Figure 1. Clock network drawn from the DEF.
The bar under the picture is 20 µm long.
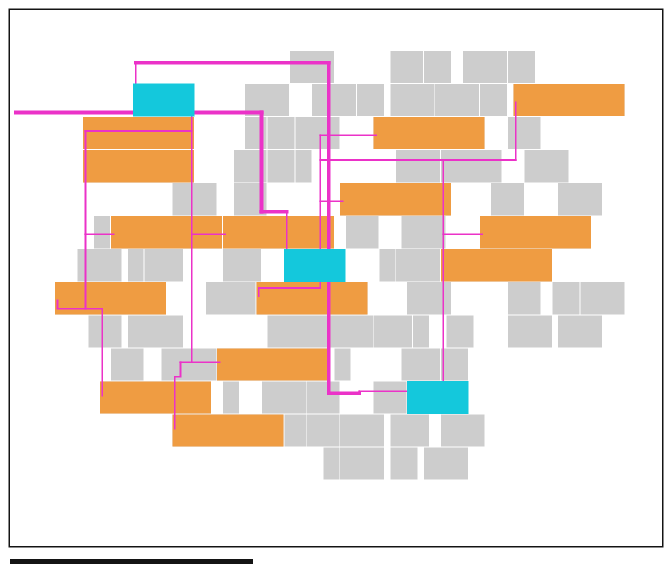
Figure 2. Placement by cell class.
Fill, decap, tap and diode cells in gray.
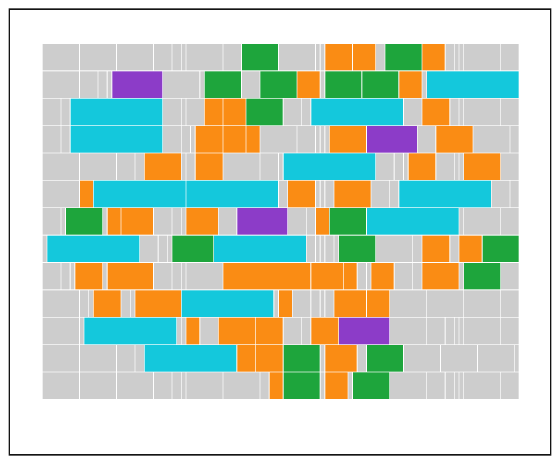
### src/rtl/fsm_pkg.sv
// Shared definitions for the serializer feeding the sequence-detector FSM.
// Holds the state encoding and the serial line idle level.
package fsm_pkg;

  typedef enum logic [1:0] {
    S_IDLE  = 2'd0,
    S_SHIFT = 2'd1,
    S_GAP   = 2'd2
  } state_t;

  localparam logic IDLE_LEVEL_DEFAULT = 1'b0;

endpackage

### src/rtl/ser_shift_reg.sv
// Shift register that can be loaded in parallel, with a registered serial output bit.
// The load drives the first bit immediately, and each shift drives the next bit.
module ser_shift_reg
  import fsm_pkg::*;
#(
  parameter int   WIDTH      = 8,
  parameter bit   MSB_FIRST  = 1'b1,
  parameter logic IDLE_LEVEL = IDLE_LEVEL_DEFAULT
) (
  input  logic             clk,
  input  logic             reset,
  input  logic             load,
  input  logic             shift,
  input  logic             clear,
  input  logic [WIDTH-1:0] data,
  output logic             bit_out
);

  logic [WIDTH-1:0] sreg;

  // sreg holds only the bits that have not yet been driven onto bit_out.
  always_ff @(posedge clk or posedge reset) begin
    if (reset) begin
      sreg    <= '0;
      bit_out <= IDLE_LEVEL;
    end else if (clear) begin
      sreg    <= '0;
      bit_out <= IDLE_LEVEL;
    end else if (load) begin
      if (MSB_FIRST) begin
        bit_out <= data[WIDTH-1];
        sreg    <= {data[WIDTH-2:0], 1'b0};
      end else begin
        bit_out <= data[0];
        sreg    <= {1'b0, data[WIDTH-1:1]};
      end
    end else if (shift) begin
      if (MSB_FIRST) begin
        bit_out <= sreg[WIDTH-1];
        sreg    <= {sreg[WIDTH-2:0], 1'b0};
      end else begin
        bit_out <= sreg[0];
        sreg    <= {1'b0, sreg[WIDTH-1:1]};
      end
    end
  end

endmodule

### src/rtl/fsm_bit_serializer.sv
// Turns parallel words into the bit stream that drives the FSM's X input.
// Each word's first bit appears one cycle after it is accepted; flush drops the word in flight.
module fsm_bit_serializer
  import fsm_pkg::*;
#(
  parameter int   WIDTH      = 8,
  parameter int   GAP        = 1,
  parameter bit   MSB_FIRST  = 1'b1,
  parameter logic IDLE_LEVEL = IDLE_LEVEL_DEFAULT
) (
  input  logic             clk,
  input  logic             reset,
  input  logic [WIDTH-1:0] in_data,
  input  logic             in_valid,
  output logic             in_ready,
  input  logic             flush,
  output logic             ser_out,
  output logic             ser_valid,
  output logic             word_done
);

  localparam int CW = $clog2(WIDTH);
  localparam int GW = (GAP > 0) ? $clog2(GAP + 1) : 1;
  localparam logic [CW-1:0] BIT_LAST = CW'(WIDTH - 1);
  localparam logic [GW-1:0] GAP_LAST = (GAP > 0) ? GW'(GAP - 1) : GW'(0);

  state_t        state, state_nxt;
  logic [CW-1:0] bit_cnt, bit_cnt_nxt;
  logic [GW-1:0] gap_cnt, gap_cnt_nxt;
  logic          last_bit, last_gap, accept;
  logic          sr_load, sr_shift, sr_clear;

  assign last_bit = (state == S_SHIFT) && (bit_cnt == BIT_LAST);
  assign last_gap = (GAP > 0) && (state == S_GAP) && (gap_cnt == GAP_LAST);

  // The slot that ends a word doubles as the accept slot, so words run back to back.
  assign in_ready  = !flush && ((state == S_IDLE) || ((GAP == 0) ? last_bit : last_gap));
  assign accept    = in_valid && in_ready;
  assign ser_valid = (state == S_SHIFT);
  assign word_done = last_bit;

  always_ff @(posedge clk or posedge reset) begin
    if (reset) begin
      state   <= S_IDLE;
      bit_cnt <= '0;
      gap_cnt <= '0;
    end else begin
      state   <= state_nxt;
      bit_cnt <= bit_cnt_nxt;
      gap_cnt <= gap_cnt_nxt;
    end
  end

  always_comb begin
    state_nxt   = state;
    bit_cnt_nxt = '0;
    gap_cnt_nxt = '0;
    sr_load     = 1'b0;
    sr_shift    = 1'b0;
    sr_clear    = 1'b0;
    if (flush) begin
      state_nxt = S_IDLE;
      sr_clear  = 1'b1;
    end else begin
      case (state)
        S_IDLE: begin
          if (accept) begin
            state_nxt = S_SHIFT;
            sr_load   = 1'b1;
          end else begin
            sr_clear = 1'b1;
          end
        end
        S_SHIFT: begin
          if (!last_bit) begin
            sr_shift    = 1'b1;
            bit_cnt_nxt = bit_cnt + 1'b1;
          end else if (GAP > 0) begin
            state_nxt = S_GAP;
            sr_clear  = 1'b1;
          end else if (accept) begin
            sr_load = 1'b1;
          end else begin
            state_nxt = S_IDLE;
            sr_clear  = 1'b1;
          end
        end
        S_GAP: begin
          if (!last_gap) begin
            gap_cnt_nxt = gap_cnt + 1'b1;
            sr_clear    = 1'b1;
          end else if (accept) begin
            state_nxt = S_SHIFT;
            sr_load   = 1'b1;
          end else begin
            state_nxt = S_IDLE;
            sr_clear  = 1'b1;
          end
        end
        default: begin
          state_nxt = S_IDLE;
          sr_clear  = 1'b1;
        end
      endcase
    end
  end

  ser_shift_reg #(
    .WIDTH      (WIDTH),
    .MSB_FIRST  (MSB_FIRST),
    .IDLE_LEVEL (IDLE_LEVEL)
  ) u_shift (
    .clk     (clk),
    .reset   (reset),
    .load    (sr_load),
    .shift   (sr_shift),
    .clear   (sr_clear),
    .data    (in_data),
    .bit_out (ser_out)
  );

endmodule

### config.mk
export PLATFORM = sky130hd
export DESIGN_NAME = fsm_bit_serializer
export DESIGN_NICKNAME = d
export VERILOG_FILES = /design/src/rtl/fsm_pkg.sv /design/src/rtl/ser_shift_reg.sv /design/src/rtl/fsm_bit_serializer.sv
export SDC_FILE = /design/constraint.sdc
export NUM_CORES = 1
export LEC_CHECK = 0
export CORE_ASPECT_RATIO = 0.8
export CORE_MARGIN = 3
export CORE_UTILIZATION = 40
export CTS_BUF_LIST = sky130_fd_sc_hd__clkbuf_8
export DETAILED_ROUTE_END_ITERATION = 12
export GPL_TIMING_DRIVEN = 0
export PLACE_DENSITY_LB_ADDON = 0.3
export SETUP_SLACK_MARGIN = 0.1
export SLEW_MARGIN = 20
export SYNTH_ARGS = -nofsm -noshare
export SYNTH_HDL_FRONTEND = slang
export SYNTH_HIERARCHICAL = 1
export SYNTH_SLANG_ARGS = --single-unit
### constraint.sdc
create_clock -name clk -period 4.41 [get_ports clk]
set_clock_uncertainty 0.05 [all_clocks]
set_input_delay 0.882 -clock clk [delete_from_list [all_inputs] [get_ports clk]]
set_output_delay 0.882 -clock clk [all_outputs]
set_load 0.05 [all_outputs]
==> impl_metrics.toml <==
# physical design summary
[outcome]
status = "finished, final reports clean"

[die]
boundaryPins = 16
fp.dieArea_um2 = 2368
fp_util = 0.4339

[routing]
routed_wl_mm = 1.451
number_of_detailed_route_iterations_in_the_first_pass = 4
ant_nets = 0
route.detailed.drc = 0
drt-initial-drc-count = 2
total_number_of_vias = 532

[yosys]
ys_top_cells_by_count = "14 x sky130_fd_sc_hd__dfrtp_1, 8 x sky130_fd_sc_hd__a211oi_1, 7 x sky130_fd_sc_hd__mux2i_1, 7 x sky130_fd_sc_hd__nor2b_1, 4 x sky130_fd_sc_hd__inv_1"
syn_avg_cell_area_um2 = 11.54
postSynth.asyncResetShare = 1.000
postSynth.topFlopCell = "sky130_fd_sc_hd__dfrtp_1"
enable_flop_cells = 0
compound_area_frac = 0.1170
postSynthCellCount = 63
ys_area_um2 = 726.9
xor_share_synth = 0
synthMostInstantiatedCell = "sky130_fd_sc_hd__dfrtp_1"
post_synth_main_logic_family = "simple AND/OR/NAND/NOR gates"
top_area_frac = 0.4819
synthesis.nets = 77
simple_gate_area_frac = 0.2151
synthDominantAreaCellType = "sky130_fd_sc_hd__dfrtp_1"
ys_warnings = 6

[critical_path]
r2r_setup_slack_ns = 2.58
critPathMaxFanout = 5
timing.reg2reg.worst_path_depth = 6
setup.worst_path.end_class = "output pin"
cp.arrival_ns = 2.59
worst-setup-path-type = "in2out"

[final_timing]
slew_violations = 0
final.hold.worst_slack_ns = 0.5277
postLayoutSetupSlackWorst_ns = 0.8891
layout_worst_path_cycle_share = 0.7984
tightest_slew_ns = 0.5003
setup-violations-final = 0
max_slew_margin = 0.6654

[clock_tree]
postCtsSetupRepairBufs = 0
post_cts.resized_instances = 0
clock-root-buffer = "sky130_fd_sc_hd__clkbuf_8"
clkSlewWorstSetupHoldPaths_ns = 0.06
ctsHtreeMaxLevel = 1

[finish]
logic_area_um2 = 340.3
nFlopsAndLatches = 14
layout.clock.cell_area_share = 0.05737
fin_cells = 104
num-clock-buffers = 4
n_fill_cell = 148
signal_inverters = 4
regArea_um2 = 350.3
drive_above_1_share = 0.1463

[grt]
first_global_vias = 525

[placed_design]
place_ws_ns = 0.8844
placed_cells = 100
gpl.final_weighted_congestion = 0.7123

[pwr]
total_switching_power_uw = 78.36
power_frac_comb = 0.163
p_int_uw = 240.4
post-layout-total-power_uw = 318.8
power.largest_group = "sequential cells"
powerDensity_nw_per_um2 = 332.2
irDropWorstVdd_mv = 0.2115

[min_path]
hp-start = "bit_cnt[1]"

[run]
warning_total_across_the_stage_logs = 26
max_cap_viol_count = 0
Notes on Figure 1 above:
- orange: flip-flops (count 14)
- cyan: clock-net drivers (count 3)
- magenta: clock wires (length 229 µm)
- routed clock nets: 4
power consumed by the clock network: 127 µW
Clock Power Share: 0.398
clock latency reported for the late side of the worst-skew pair: 0.25 ns

Notes on Figure 2 above:
- cyan: sequential cells (cells 14; share of their area 38%)
- purple: clock drivers and dummy loads (cells 4; share of their area 5.9%)
- orange: remaining logic cells (cells 47; share of their area 38%)
- green: remaining buffers and delay cells (cells 17; share of their area 18%)
total core area: 1675 µm²
post-route cell area: 959.7 µm²
fin util: 0.5728
# rows: 13
share of cell area taken by flip-flops and latches: 0.3651

[placed cells by master (no fill, tap or decap), types with 2 or more instances in the layout]
cell type / count
sky130_fd_sc_hd__nand3b_1: 2
sky130_fd_sc_hd__dfrtp_1: 14
sky130_fd_sc_hd__a211oi_1: 8
sky130_fd_sc_hd__ha_1: 2
sky130_fd_sc_hd__inv_1: 4
sky130_fd_sc_hd__a21oi_1: 2
sky130_fd_sc_hd__nor2b_1: 7
sky130_fd_sc_hd__clkbuf_8: 4
sky130_fd_sc_hd__and2b_2: 2
sky130_fd_sc_hd__and2_2: 2
sky130_fd_sc_hd__nand2_1: 2
sky130_fd_sc_hd__mux2i_1: 7
sky130_fd_sc_hd__clkdlybuf4s50_1: 15
[how the worst max path moves through the flow]
| stage | from | end | slack, ns |
|---|---|---|---|
| 2_1_floorplan | flush | in_ready | 1.37 |
| 3_3_place_gp | flush | in_ready | 0.91 |
| 3_5_place_dp | flush | in_ready | 0.88 |
| 4_1_cts | flush | in_ready | 0.89 |
| 5_1_grt | flush | in_ready | 0.84 |
| 6_report | flush | in_ready | 0.89 |
[routing by layer]
layer  share of wire  GRT usage  vias to the layer above
met2            0.49     0.2222                        7
met1            0.44     0.1834                      261
li1                -          -                      259
met4           0.024    0.09184                        0
met5               0          0                        -
met3           0.039    0.06061                        5
[critical path: stages]
cell                              delay (ns)
sky130_fd_sc_hd__clkdlybuf4s50_1        0.52
sky130_fd_sc_hd__a211oi_1               0.32
sky130_fd_sc_hd__clkdlybuf4s50_1        0.86
[registers in the layout (all words and copies together), names as in the netlist]
| register | flops |
|---|---|
| u_shift/sreg | 7 |
| state | 2 |
| gap_cnt | 1 |
| u_shift/bit_out | 1 |
| bit_cnt | 3 |
Power is estimated from default activity; no workload was simulated.
